==> images/logic_types.png <==
The bar under the picture is 50 um long.
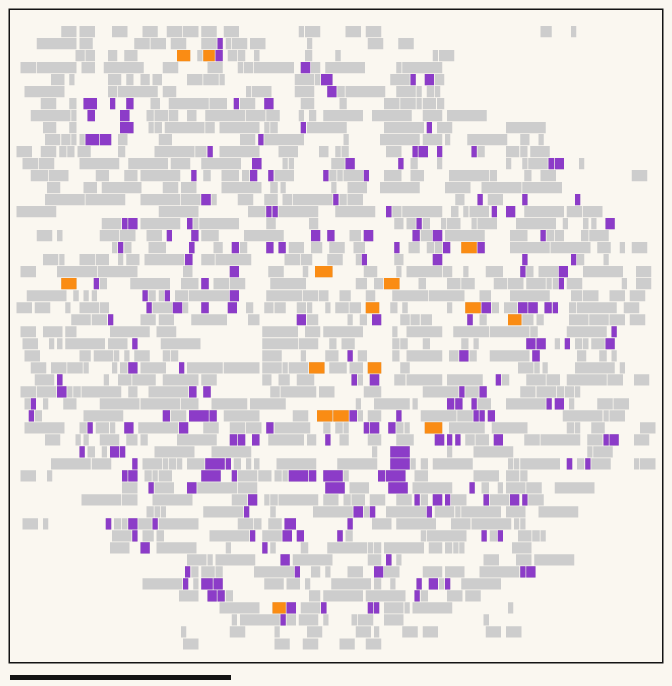
==> images/congestion.png <==
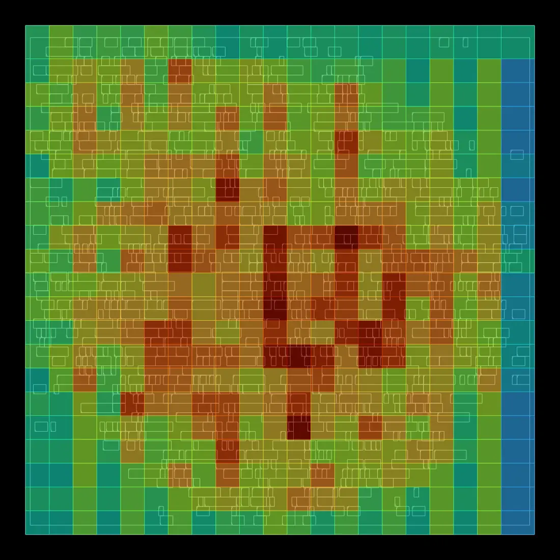
==> images/clk_routes.png <==
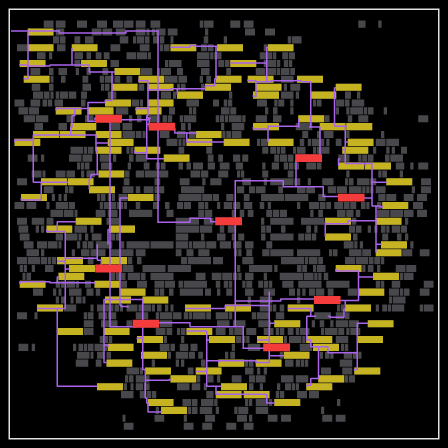
$ cat config.mk
export PLATFORM = sky130hd
export DESIGN_NAME = hazard_scoreboard_unit
export DESIGN_NICKNAME = d
export VERILOG_FILES = /design/src/rtl/hazard_scoreboard_unit.sv
export SDC_FILE = /design/constraint.sdc
export NUM_CORES = 1
export LEC_CHECK = 0
export CAP_MARGIN = 20
export CORE_UTILIZATION = 40
export DETAILED_ROUTE_END_ITERATION = 8
export SLEW_MARGIN = 20
export SYNTH_ARGS = -nofsm -noshare
export SYNTH_HDL_FRONTEND = slang
export SYNTH_SLANG_ARGS = --single-unit
$ cat constraint.sdc
create_clock -name clk -period 6.32 [get_ports clk]
set_input_delay 0.632 -clock clk [delete_from_list [all_inputs] [get_ports clk]]
set_output_delay 0.632 -clock clk [all_outputs]
set_load 0.02 [all_outputs]
$ cat src/rtl/hazard_scoreboard_unit.sv
// -----------------------------------------------------------------------------
// hazard_scoreboard_unit
//
// Hazard controller that sits beside the ID stage of the 5-stage pipeline.
// Each architectural register has a countdown counter holding the number of
// cycles left until its pending result can be forwarded. A separate counter
// tracks occupancy of the non-pipelined multiplier. Every cycle the unit
// decides whether the ID instruction issues, stalls or is flushed. It drives
// the PC / IF-ID write enables and the PC mux select. It also keeps a
// saturating count of stall cycles for performance monitoring.
//
// Ports
//   clk, rst_n               rising-edge clock, asynchronous active-low reset
//   id_valid                 ID stage holds a real instruction
//   id_rs, id_rt             source register indices
//   id_use_rs, id_use_rt     the matching source is actually read
//   id_rd                    destination register index
//   id_kind                  00 ALU/none, 01 LOAD, 10 MUL, 11 reserved (= ALU)
//   branch_taken, jump       EX resolved a taken branch / jump this cycle
//   pc_source                00 PC+4, 01 branch target, 10 jump target
//   pc_write, if_id_write    PC and IF/ID load enables
//   stall                    zero the ID->EX control signals (bubble)
//   flush                    squash the IF/ID contents
//   issue                    the ID instruction moves to EX this cycle
//   busy_mask                bit r set while register r has a pending result
//   stall_count              saturating count of cycles with stall=1
// -----------------------------------------------------------------------------
module hazard_scoreboard_unit #(
   parameter int NUM_REGS = 32,
   parameter int REG_W    = 5,
   parameter int LOAD_LAT = 1,
   parameter int MUL_LAT  = 4,
   parameter int CNT_W    = 3,
   parameter int PERF_W   = 16
) (
   input  logic                clk,
   input  logic                rst_n,
   input  logic                id_valid,
   input  logic [REG_W-1:0]    id_rs,
   input  logic [REG_W-1:0]    id_rt,
   input  logic                id_use_rs,
   input  logic                id_use_rt,
   input  logic [REG_W-1:0]    id_rd,
   input  logic [1:0]          id_kind,
   input  logic                branch_taken,
   input  logic                jump,
   output logic [1:0]          pc_source,
   output logic                pc_write,
   output logic                if_id_write,
   output logic                stall,
   output logic                flush,
   output logic                issue,
   output logic [NUM_REGS-1:0] busy_mask,
   output logic [PERF_W-1:0]   stall_count
);

   typedef enum logic [1:0] {
      KIND_ALU  = 2'b00,
      KIND_LOAD = 2'b01,
      KIND_MUL  = 2'b10,
      KIND_RSVD = 2'b11
   } kind_e;

   typedef enum logic [1:0] {
      PC_SEQ    = 2'b00,
      PC_BRANCH = 2'b01,
      PC_JUMP   = 2'b10
   } pc_sel_e;

   logic [CNT_W-1:0] cnt [NUM_REGS];
   logic [CNT_W-1:0] mul_cnt;
   kind_e            kind;
   logic [CNT_W-1:0] id_lat;
   logic             haz;

   assign kind = kind_e'(id_kind);

   // Cycles until the ID instruction's own result becomes forwardable; zero
   // means it never needs a scoreboard entry (ALU and the reserved code).
   always_comb begin
      id_lat = '0;
      case (kind)
         KIND_LOAD: id_lat = CNT_W'(LOAD_LAT);
         KIND_MUL:  id_lat = CNT_W'(MUL_LAT);
         default:   id_lat = '0;
      endcase
   end

   // Register 0 is never marked busy, so its counter always reads zero and the
   // explicit index checks below only keep the intent obvious.
   always_comb begin
      // NOTE: every combinational output gets a default before any branch so
      // no path leaves it unassigned and no latch is inferred.
      haz = 1'b0;
      if (id_valid) begin
         if (id_use_rs && (id_rs != '0) && (cnt[id_rs] != '0)) haz = 1'b1;
         if (id_use_rt && (id_rt != '0) && (cnt[id_rt] != '0)) haz = 1'b1;
         // WAW: the new result must not land before the pending older one.
         if ((id_rd != '0) && (cnt[id_rd] > id_lat))            haz = 1'b1;
         if ((kind == KIND_MUL) && (mul_cnt != '0))             haz = 1'b1;
      end
   end

   // Priority flush > hazard > normal. While rst_n is low every request is
   // ignored and the outputs show their idle values.
   always_comb begin
      pc_source   = PC_SEQ;
      pc_write    = 1'b1;
      if_id_write = 1'b1;
      stall       = 1'b0;
      flush       = 1'b0;
      issue       = 1'b0;
      if (rst_n) begin
         if (branch_taken || jump) begin
            flush     = 1'b1;
            stall     = 1'b1;
            pc_source = jump ? PC_JUMP : PC_BRANCH;
         end else if (haz) begin
            stall       = 1'b1;
            pc_write    = 1'b0;
            if_id_write = 1'b0;
         end else begin
            issue = id_valid;
         end
      end
   end

   always_comb begin
      busy_mask = '0;
      for (int r = 0; r < NUM_REGS; r++) begin
         busy_mask[r] = (cnt[r] != '0);
      end
   end

   // NOTE: the counter array is reset like ordinary flops; a reset must clear
   // every pending hazard at once, so it cannot be built as an unreset RAM.
   always_ff @(posedge clk or negedge rst_n) begin
      if (!rst_n) begin
         for (int r = 0; r < NUM_REGS; r++) begin
            cnt[r] <= '0;
         end
      end else begin
         for (int r = 1; r < NUM_REGS; r++) begin
            // A new issue to the register overrides the decrement.
            if (issue && (id_rd == REG_W'(r)) && (id_lat != '0)) begin
               cnt[r] <= id_lat;
            end else if (cnt[r] != '0) begin
               cnt[r] <= cnt[r] - CNT_W'(1);
            end
         end
      end
   end

   // NOTE: state registers use non-blocking assignment so every flop samples
   // the values of the previous cycle regardless of statement order.
   always_ff @(posedge clk or negedge rst_n) begin
      if (!rst_n) begin
         mul_cnt <= '0;
      end else if (issue && (kind == KIND_MUL)) begin
         mul_cnt <= CNT_W'(MUL_LAT);
      end else if (mul_cnt != '0) begin
         mul_cnt <= mul_cnt - CNT_W'(1);
      end
   end

   // Flush bubbles count as stall cycles too; the counter sticks at all-ones.
   always_ff @(posedge clk or negedge rst_n) begin
      if (!rst_n) begin
         stall_count <= '0;
      end else if (stall && (stall_count != '1)) begin
         stall_count <= stall_count + PERF_W'(1);
      end
   end

endmodule

==> summary.txt <==
flow finished, numbers: Worst Setup End Kind=output pin, LEAKAGE=0.00413 uW, Port Buf Inserts=77, Synth Area per Inst=9.22 sq um, Peak Freq=0.182 GHz, MI comb area=0.00513 sq mm, Top logic family=simple AND/OR/NAND/NOR gates, R2R Path End=cnt[60], synth warn=3, Synth async-reset ratio=100%, CP top delay family=buffers and inverters, met2 usage=32.8%, vias=6900, Clock-cell share=3.25%, RSZ-0062 raised after global routing=no, worst slew pin tran=1.07 ns, top routing layer in use=met4, worst rel slew slack=28.1%, Routed WL=22500 um, WP data arrival=4.85 ns, critical path endpoint=stall, critical path type=primary input to output pin, fin. max-slew vios=0, largest register by flop count=cnt, Post-synth mux share=16.0%, CTS Buffer Depth=2, RD Place Congestion=0.891, n_taps=270, DR pass1 iterations=6, max incr delay on CP=0.66 ns, inverters=104, # diodes=0, Flops=112, CTS clock-pin slew for the worst setup and hold paths=0.08 ns, register share after synthesis=33.0%, Max-cap violations=0, GR Overflow Total=0, Final setup violation count=0, Post-Syn Instances=921, initial antenna violation count=1, final clock skew=0.0138 ns, synthesized net count=1015, CP Launch Type=primary input, outcome=complete, no violations, # clk buffers=9, die width=148 um, die y size=148 um, endpoints failing hold=0, and+or+nand+nor area frac=20.7%, Slowest-stage cell, CP=clkdlybuf4s50_1, routed length on met2=9840 um, synthesized cell area=0.00849 sq mm, Hold WC Path Type=primary input to async pin, H-tree depth=3, peak supply drop=0.000259 V, #FFs+latches synth=112, yosys aoi share=8.64%, R2R Path Start=cnt[74], min Tclk post-route=5.48 ns, xor/xnor share=4.75%, crit path cell chain=clkdlybuf4s50_1, buf_4, nor2b_1, a22o_1, mux4_2, mux2_2, ha_1, a22oi_1, nand4bb_1, nand3_1, o2bb2ai_1, nand3b_1, a31o_2, clkdlybuf4s50_1, Rows=52, Die Area=0.0218 sq mm, first-pass GRT wire length=36200 um, Combinational Gates=670, Dominant flop cell=dfrtp_1, Yosys Chip Area=0.00849 sq mm, setup_tns=0 ns, clock sink count=112, Log Warnings=60, Area Overhead vs Synth=15.6%, met3 usage=4.91%, total core area=0.0205 sq mm, cell mode on critical path=clkdlybuf4s50_1, WP depth=14, most frequent cells in the layout=112 x dfrtp_1, 105 x nor2_1, 103 x inv_1, Largest register FFs=93, Vias/cell=5.48, remaining antenna violation count=0, Nets=1077, CP Max Fanout=27, cts hold-fix bufs=0, DR WL/cell=17.8 um, min setup slack post-route=0.837 ns, post-CTS sizing=0, share of cells above drive strength 1=8.20%, TritonCTS Buffers=9, Floorplan Utilization=41.4%, number of global-route vias before repair=6670, DP Worst Slack=0.859 ns, met1 WL=10200 um, worst path bufs/invs=3, number of synthesized flops with an enable pin=0
About logic_types.png:
Key: orange = AND-OR and OR-AND gates [cells 15]; purple = NOR gates [cells 215, most used nor2_1, where all over the die]
Finished Layout Cells: 1258
combinational share of cell area: 52.3%
most frequent logic cell in the layout: dfrtp_1

About congestion.png:
gr usage total: 21.6%
grt met1 use: 29.4%

About clk_routes.png:
Key: yellow = flip-flops [count 112]; red = clock drivers [count 9]; purple = clock wires [length 1600 um]
Position of the flops: all over the die.
Late-Pin Clk Latency: 0.38 ns
Clk power: 611 uW

[synthesized netlist by cell type (all sizes together) (3+ instances only)]
| library cell | n | area (sq um) |
|---|---|---|
| ha | 70 | 876 |
| or3 | 11 | 68.8 |
| nor3 | 35 | 175 |
| o311ai | 3 | 26.3 |
| mux2 | 11 | 128 |
| nor4b | 3 | 26.3 |
| and2 | 12 | 75.1 |
| and3 | 4 | 25.0 |
| nand2 | 46 | 173 |
| nand4b | 3 | 26.3 |
| mux2i | 60 | 601 |
| dfrtp | 112 | 2800 |
| xor2 | 4 | 35.0 |
| or2 | 5 | 31.3 |
| xnor2 | 42 | 368 |
| nor4 | 28 | 238 |
| nand2b | 9 | 56.3 |
| inv | 103 | 387 |
| nand4 | 9 | 56.3 |
| nor3b | 4 | 30.0 |
| nor2 | 105 | 394 |
| nand3 | 15 | 75.1 |
| a211oi | 10 | 75.1 |
| o21ai | 31 | 155 |
| clkbuf | 16 | 60.1 |
| nor2b | 40 | 250 |
| buf | 19 | 106 |
| a21oi | 50 | 250 |
| mux4 | 28 | 631 |
[through the flow]
| step | cells | power, uW | utilization (%) | hold slack, ns | instance area [sq um] |
|---|---|---|---|---|---|
| final | 1258 | 4680 | 47.9 | 0.171 | 9810 |
| after global routing | 1258 | 5110 | 47.9 | 0.200 | 9810 |
| after CTS | 1258 | 4710 | 47.9 | 0.183 | 9810 |
| after detailed placement | 1242 | 4080 | 46.3 | 0.485 | 9490 |
| after global placement | 1242 | 4030 | 46.3 | 0.480 | 9490 |
| after floorplan | 921 | 3310 | - | 0.336 | 8490 |
[power breakdown]
| part | switching, uW | internal [uW] | leakage [uW] |
|---|---|---|---|
| Sequential | 486 | 1090 | 0.00135 |
| Combinational | 1230 | 1260 | 0.00263 |
| Clock | 321 | 289 | 0.000156 |
Power figures rest on the tool's default switching activity, not on a simulated workload.
